layers.png
(6 px per um) Only two layers are drawn.
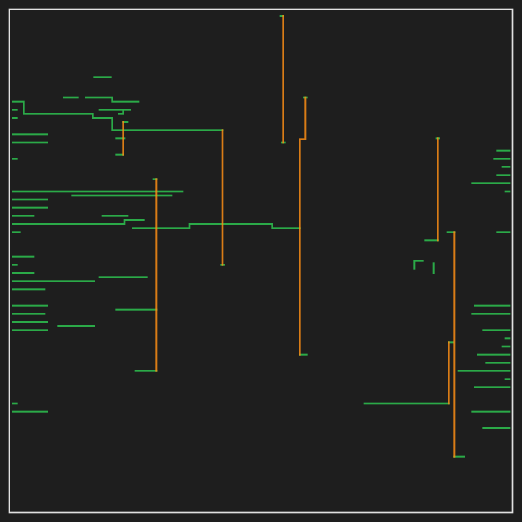
port_trees.png
(4 px per um)
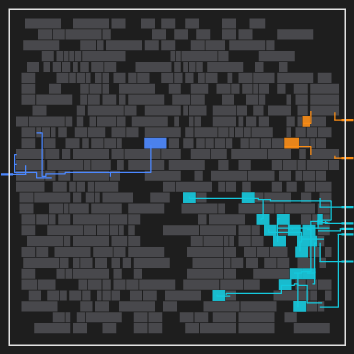
closeup.png
Region (53, 53) to (73, 73) um. Cells in gray, sequential cells in the stronger gray; small squares are vias.
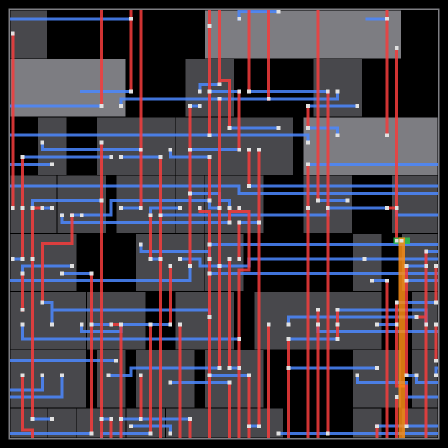
m2.png
(4 px per um) Cells faint in the background.
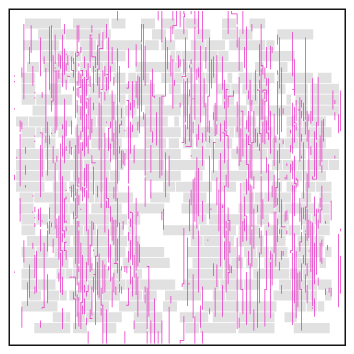
clock_nets.png
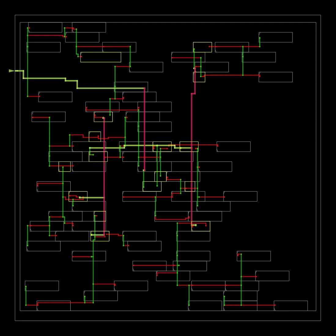
==> config.mk <==
export PLATFORM = sky130hd
export DESIGN_NAME = hazard_scoreboard
export DESIGN_NICKNAME = d
export VERILOG_FILES = /design/src/rtl/hazard_scoreboard_pkg.sv /design/src/rtl/hazard_src_check.sv /design/src/rtl/hazard_scoreboard.sv
export SDC_FILE = /design/constraint.sdc
export NUM_CORES = 1
export LEC_CHECK = 0
export CAP_MARGIN = 25
export CORE_UTILIZATION = 50
export DETAILED_ROUTE_END_ITERATION = 10
export HOLD_SLACK_MARGIN = 0.12
export PLACE_DENSITY = 0.79
export SLEW_MARGIN = 10
export SYNTH_ARGS = -nofsm -noshare
export SYNTH_HDL_FRONTEND = slang
export SYNTH_HIERARCHICAL = 1
export SYNTH_SLANG_ARGS = --single-unit
==> constraint.sdc <==
create_clock -name clk -period 7.3 [get_ports clk]
set_clock_uncertainty 0.1 [all_clocks]
set_input_delay 2.19 -clock clk [delete_from_list [all_inputs] [get_ports clk]]
set_output_delay 2.19 -clock clk [all_outputs]
set_load 0.05 [all_outputs]
==> src/rtl/hazard_scoreboard_pkg.sv <==
// Shared defaults and shadow-entry layout for the D-stage hazard scoreboard.
// An entry is packed as {v, we, addr, tnew} with tnew in the low bits.
package hazard_scoreboard_pkg;

    localparam int DEF_NSTAGE   = 3;
    localparam int DEF_REG_AW   = 5;
    localparam int DEF_T_W      = 2;
    localparam int DEF_MULT_CYC = 5;
    localparam int DEF_DIV_CYC  = 10;

    function automatic int entry_w(input int aw, input int tw);
        return aw + tw + 2;
    endfunction

    function automatic int we_bit(input int aw, input int tw);
        return aw + tw;
    endfunction

    function automatic int v_bit(input int aw, input int tw);
        return aw + tw + 1;
    endfunction

endpackage

==> src/rtl/hazard_src_check.sv <==
// Priority scan of the shadow pipe for one D-stage source operand.
// Returns the data-stall request and the forwarding select for that source.
module hazard_src_check
    import hazard_scoreboard_pkg::*;
#(
    parameter int NSTAGE = DEF_NSTAGE,
    parameter int REG_AW = DEF_REG_AW,
    parameter int T_W    = DEF_T_W,
    parameter int SEL_W  = $clog2(NSTAGE + 1)
) (
    input  logic [NSTAGE*entry_w(REG_AW, T_W)-1:0] entries,
    input  logic [REG_AW-1:0]                      src_addr,
    input  logic [T_W-1:0]                         src_tuse,
    output logic                                   stall_s,
    output logic [SEL_W-1:0]                       sel_s
);

    localparam int EW   = entry_w(REG_AW, T_W);
    localparam int WE_B = we_bit(REG_AW, T_W);
    localparam int V_B  = v_bit(REG_AW, T_W);

    logic [EW-1:0]    ent_s;
    logic             hit_s;
    logic [T_W-1:0]   hit_tnew_s;
    logic [SEL_W-1:0] hit_sel_s;

    // Scan oldest to youngest so the youngest match overwrites older ones.
    always_comb begin
        ent_s      = '0;
        hit_s      = 1'b0;
        hit_tnew_s = '0;
        hit_sel_s  = '0;
        for (int k = NSTAGE - 1; k >= 0; k--) begin
            ent_s = entries[k*EW +: EW];
            if (ent_s[V_B] && ent_s[WE_B] && (ent_s[T_W +: REG_AW] == src_addr) &&
                (src_addr != '0)) begin
                hit_s      = 1'b1;
                hit_tnew_s = ent_s[T_W-1:0];
                hit_sel_s  = SEL_W'(k + 1);
            end else begin
                hit_s      = hit_s;
            end
        end
    end

    // The select names the producer stage whenever the value is ready in time.
    always_comb begin
        stall_s = hit_s && (src_tuse < hit_tnew_s);
        if (hit_s && !stall_s) begin
            sel_s = hit_sel_s;
        end else begin
            sel_s = '0;
        end
    end

endmodule

==> src/rtl/hazard_scoreboard.sv <==
// Tuse/Tnew hazard and forwarding controller beside the D stage, with an
// internal MDU occupancy countdown and a saturating stall-cycle counter.
module hazard_scoreboard
    import hazard_scoreboard_pkg::*;
#(
    parameter int NSTAGE   = DEF_NSTAGE,
    parameter int REG_AW   = DEF_REG_AW,
    parameter int T_W      = DEF_T_W,
    parameter int MULT_CYC = DEF_MULT_CYC,
    parameter int DIV_CYC  = DEF_DIV_CYC,
    parameter int SEL_W    = $clog2(NSTAGE + 1)
) (
    input  logic              clk,
    input  logic              rst_n,
    input  logic              d_valid,
    input  logic [REG_AW-1:0] rs_addr,
    input  logic [T_W-1:0]    rs_tuse,
    input  logic [REG_AW-1:0] rt_addr,
    input  logic [T_W-1:0]    rt_tuse,
    input  logic              dst_we,
    input  logic [REG_AW-1:0] dst_addr,
    input  logic [T_W-1:0]    dst_tnew,
    input  logic              mdu_start,
    input  logic              mdu_is_div,
    input  logic              mdu_acc,
    output logic              stall,
    output logic              pc_en,
    output logic              ifid_en,
    output logic              idex_clr,
    output logic [SEL_W-1:0]  fwd_rs_sel,
    output logic [SEL_W-1:0]  fwd_rt_sel,
    output logic              mdu_busy,
    output logic [31:0]       stall_cnt
);

    localparam int EW      = entry_w(REG_AW, T_W);
    localparam int MDU_MAX = ((DIV_CYC > MULT_CYC) ? DIV_CYC : MULT_CYC) + 1;
    localparam int CNT_W   = $clog2(MDU_MAX + 1);

    logic [EW-1:0]        shadow_r [NSTAGE];
    logic [EW-1:0]        shadow_nxt_s [NSTAGE];
    logic [NSTAGE*EW-1:0] shadow_flat_s;
    logic                 rs_stall_s;
    logic                 rt_stall_s;
    logic                 mdu_stall_s;
    logic                 stall_s;
    logic [CNT_W-1:0]     mdu_cnt_r;
    logic [31:0]          stall_cnt_r;

    // Flatten the shadow pipe for the source checkers.
    always_comb begin
        shadow_flat_s = '0;
        for (int k = 0; k < NSTAGE; k++) begin
            shadow_flat_s[k*EW +: EW] = shadow_r[k];
        end
    end

    hazard_src_check #(
        .NSTAGE (NSTAGE),
        .REG_AW (REG_AW),
        .T_W    (T_W),
        .SEL_W  (SEL_W)
    ) u_rs_check (
        .entries  (shadow_flat_s),
        .src_addr (rs_addr),
        .src_tuse (rs_tuse),
        .stall_s  (rs_stall_s),
        .sel_s    (fwd_rs_sel)
    );

    hazard_src_check #(
        .NSTAGE (NSTAGE),
        .REG_AW (REG_AW),
        .T_W    (T_W),
        .SEL_W  (SEL_W)
    ) u_rt_check (
        .entries  (shadow_flat_s),
        .src_addr (rt_addr),
        .src_tuse (rt_tuse),
        .stall_s  (rt_stall_s),
        .sel_s    (fwd_rt_sel)
    );

    // Stall decision and the pipeline-enable views of it.
    always_comb begin
        mdu_busy    = (mdu_cnt_r != '0);
        mdu_stall_s = d_valid && (mdu_start || mdu_acc) && mdu_busy;
        stall_s     = d_valid && (rs_stall_s || rt_stall_s || mdu_stall_s);
        stall       = stall_s;
        pc_en       = !stall_s;
        ifid_en     = !stall_s;
        idex_clr    = stall_s;
        stall_cnt   = stall_cnt_r;
    end

    // Next shadow: a stalled D enters E as a bubble; older tnew counts down to 0.
    always_comb begin
        for (int k = 0; k < NSTAGE; k++) begin
            shadow_nxt_s[k] = '0;
        end
        shadow_nxt_s[0] = {d_valid && !stall_s, dst_we, dst_addr, dst_tnew};
        for (int k = 1; k < NSTAGE; k++) begin
            if (shadow_r[k-1][T_W-1:0] == '0) begin
                shadow_nxt_s[k] = shadow_r[k-1];
            end else begin
                shadow_nxt_s[k] = {shadow_r[k-1][EW-1:T_W], shadow_r[k-1][T_W-1:0] - T_W'(1)};
            end
        end
    end

    // Shadow pipe registers.
    always_ff @(posedge clk or negedge rst_n) begin
        if (!rst_n) begin
            for (int k = 0; k < NSTAGE; k++) begin
                shadow_r[k] <= '0;
            end
        end else begin
            for (int k = 0; k < NSTAGE; k++) begin
                shadow_r[k] <= shadow_nxt_s[k];
            end
        end
    end

    // MDU occupancy: the extra cycle accounts for the E issue slot.
    always_ff @(posedge clk or negedge rst_n) begin
        if (!rst_n) begin
            mdu_cnt_r <= '0;
        end else if (d_valid && mdu_start && !stall_s) begin
            mdu_cnt_r <= mdu_is_div ? CNT_W'(DIV_CYC + 1) : CNT_W'(MULT_CYC + 1);
        end else if (mdu_cnt_r != '0) begin
            mdu_cnt_r <= mdu_cnt_r - CNT_W'(1);
        end else begin
            mdu_cnt_r <= mdu_cnt_r;
        end
    end

    // Saturating stall-cycle counter.
    always_ff @(posedge clk or negedge rst_n) begin
        if (!rst_n) begin
            stall_cnt_r <= 32'd0;
        end else if (stall_s && (stall_cnt_r != 32'hFFFF_FFFF)) begin
            stall_cnt_r <= stall_cnt_r + 32'd1;
        end else begin
            stall_cnt_r <= stall_cnt_r;
        end
    end

endmodule
==> results_slide.txt <==
Key Metrics from the Run

Outcome
  – Status: complete, no violations

Power
  – Clk pwr: 310 uW
  – Comb pwr: 307 uW
  – Sequential Power Share: 40.9%

Routing
  – WL/cell: 16.3 um

Critical path
  – CP Class: input port to output pin
  – Reg2reg start: shadow_flat_s[20]

Global routing
  – Met3 Use GR: 4.95%
  – Antenna violations before repair: 0

Synth
  – Synth Area in Compound Gates: 6.95%
  – Mux share: 1.58%
  – Simple share: 24.3%
  – Main flop type after synthesis: dfrtp_1

STA
  – RSZ-0062 raised after global routing: no
  – WHS: 296 ps
  – Post-layout period usage of the worst path: 97.5%

CTS
  – CTS H-tree lvls: 3
  – # resized after CTS: 15

Min path
  – Launch point of the worst hold path: shadow_flat_s[8]
  – Hold depth: 0

Layout
  – Final core occ: 72.8%

Die
  – Die height: 83.6 um
-- layers.png (at the start) --
| layer | color | wire length |
|---|---|---|
| M4 | orange | 189 um |
| M3 | green | 370 um |

-- port_trees.png (at the start) --
| port | color | bits | direction | edge | end cells | wire |
|---|---|---|---|---|---|---|
| `pc_en` | blue | 1 | output | left | 1 | 69.8 um |
| `fwd_rt_sel` | orange | 2 | output | right | 2 | 19.9 um |
| `rt_addr` | cyan | 5 | input | right | 17 | 223 um |

-- closeup.png (at the start) --
| layer | color |
|---|---|
| M1 | blue |
| M4 | orange |
| M3 | green |
| M2 | red |
netlist names of flops here include: `shadow_flat_s` (3)
sequential cells in the window: 3
most frequent: buf_4 (8), dfrtp_1 (3)
cells with their middle in the window: 38

-- m2.png (at the start) --
main direction: vertical
wire length on this layer: 3900 um
share of all routed wire: 49%
longest straight run: 33.7 um

-- clock_nets.png (at the start) --
flop count: 63
TritonCTS Buffers: 9
Clock Sinks: 63
clk latency late pin: 340 ps

==> Yosys cell counts, types with 3 or more instances <==
cell type	instances
nand4_1	14
nand3b_1	4
and4_1	9
nor4_4	3
inv_1	10
xor2_1	17
dfrtp_1	63
nand3_1	23
o21ai_0	5
nor3_1	4
mux2i_1	3
ha_1	5
nor2_1	12
and3_1	18
xnor2_1	43
a21oi_1	9
nand2_1	13
nor2b_1	3
and2_1	4
==> critical path: cells and delay by family <==
kind,cells,cell delay (ps)
compound gates,6,890
fa+ha+maj,1,210
xor+xnor,1,190
buf+inv,4,640
simple gates,4,700
==> cell type report <==
class                           count  area [um2]
Clock inverter                      7        81.3
Inverter                           10        37.5
Tap cell                           77        96.3
Clock buffer                        9         124
Timing Repair Buffer               98         950
Sequential cell                    63        1580
Multi-Input combinational cell    223        1790
Fill cell                         455        1730
Power figures rest on the tool's default switching activity, not on a simulated workload.
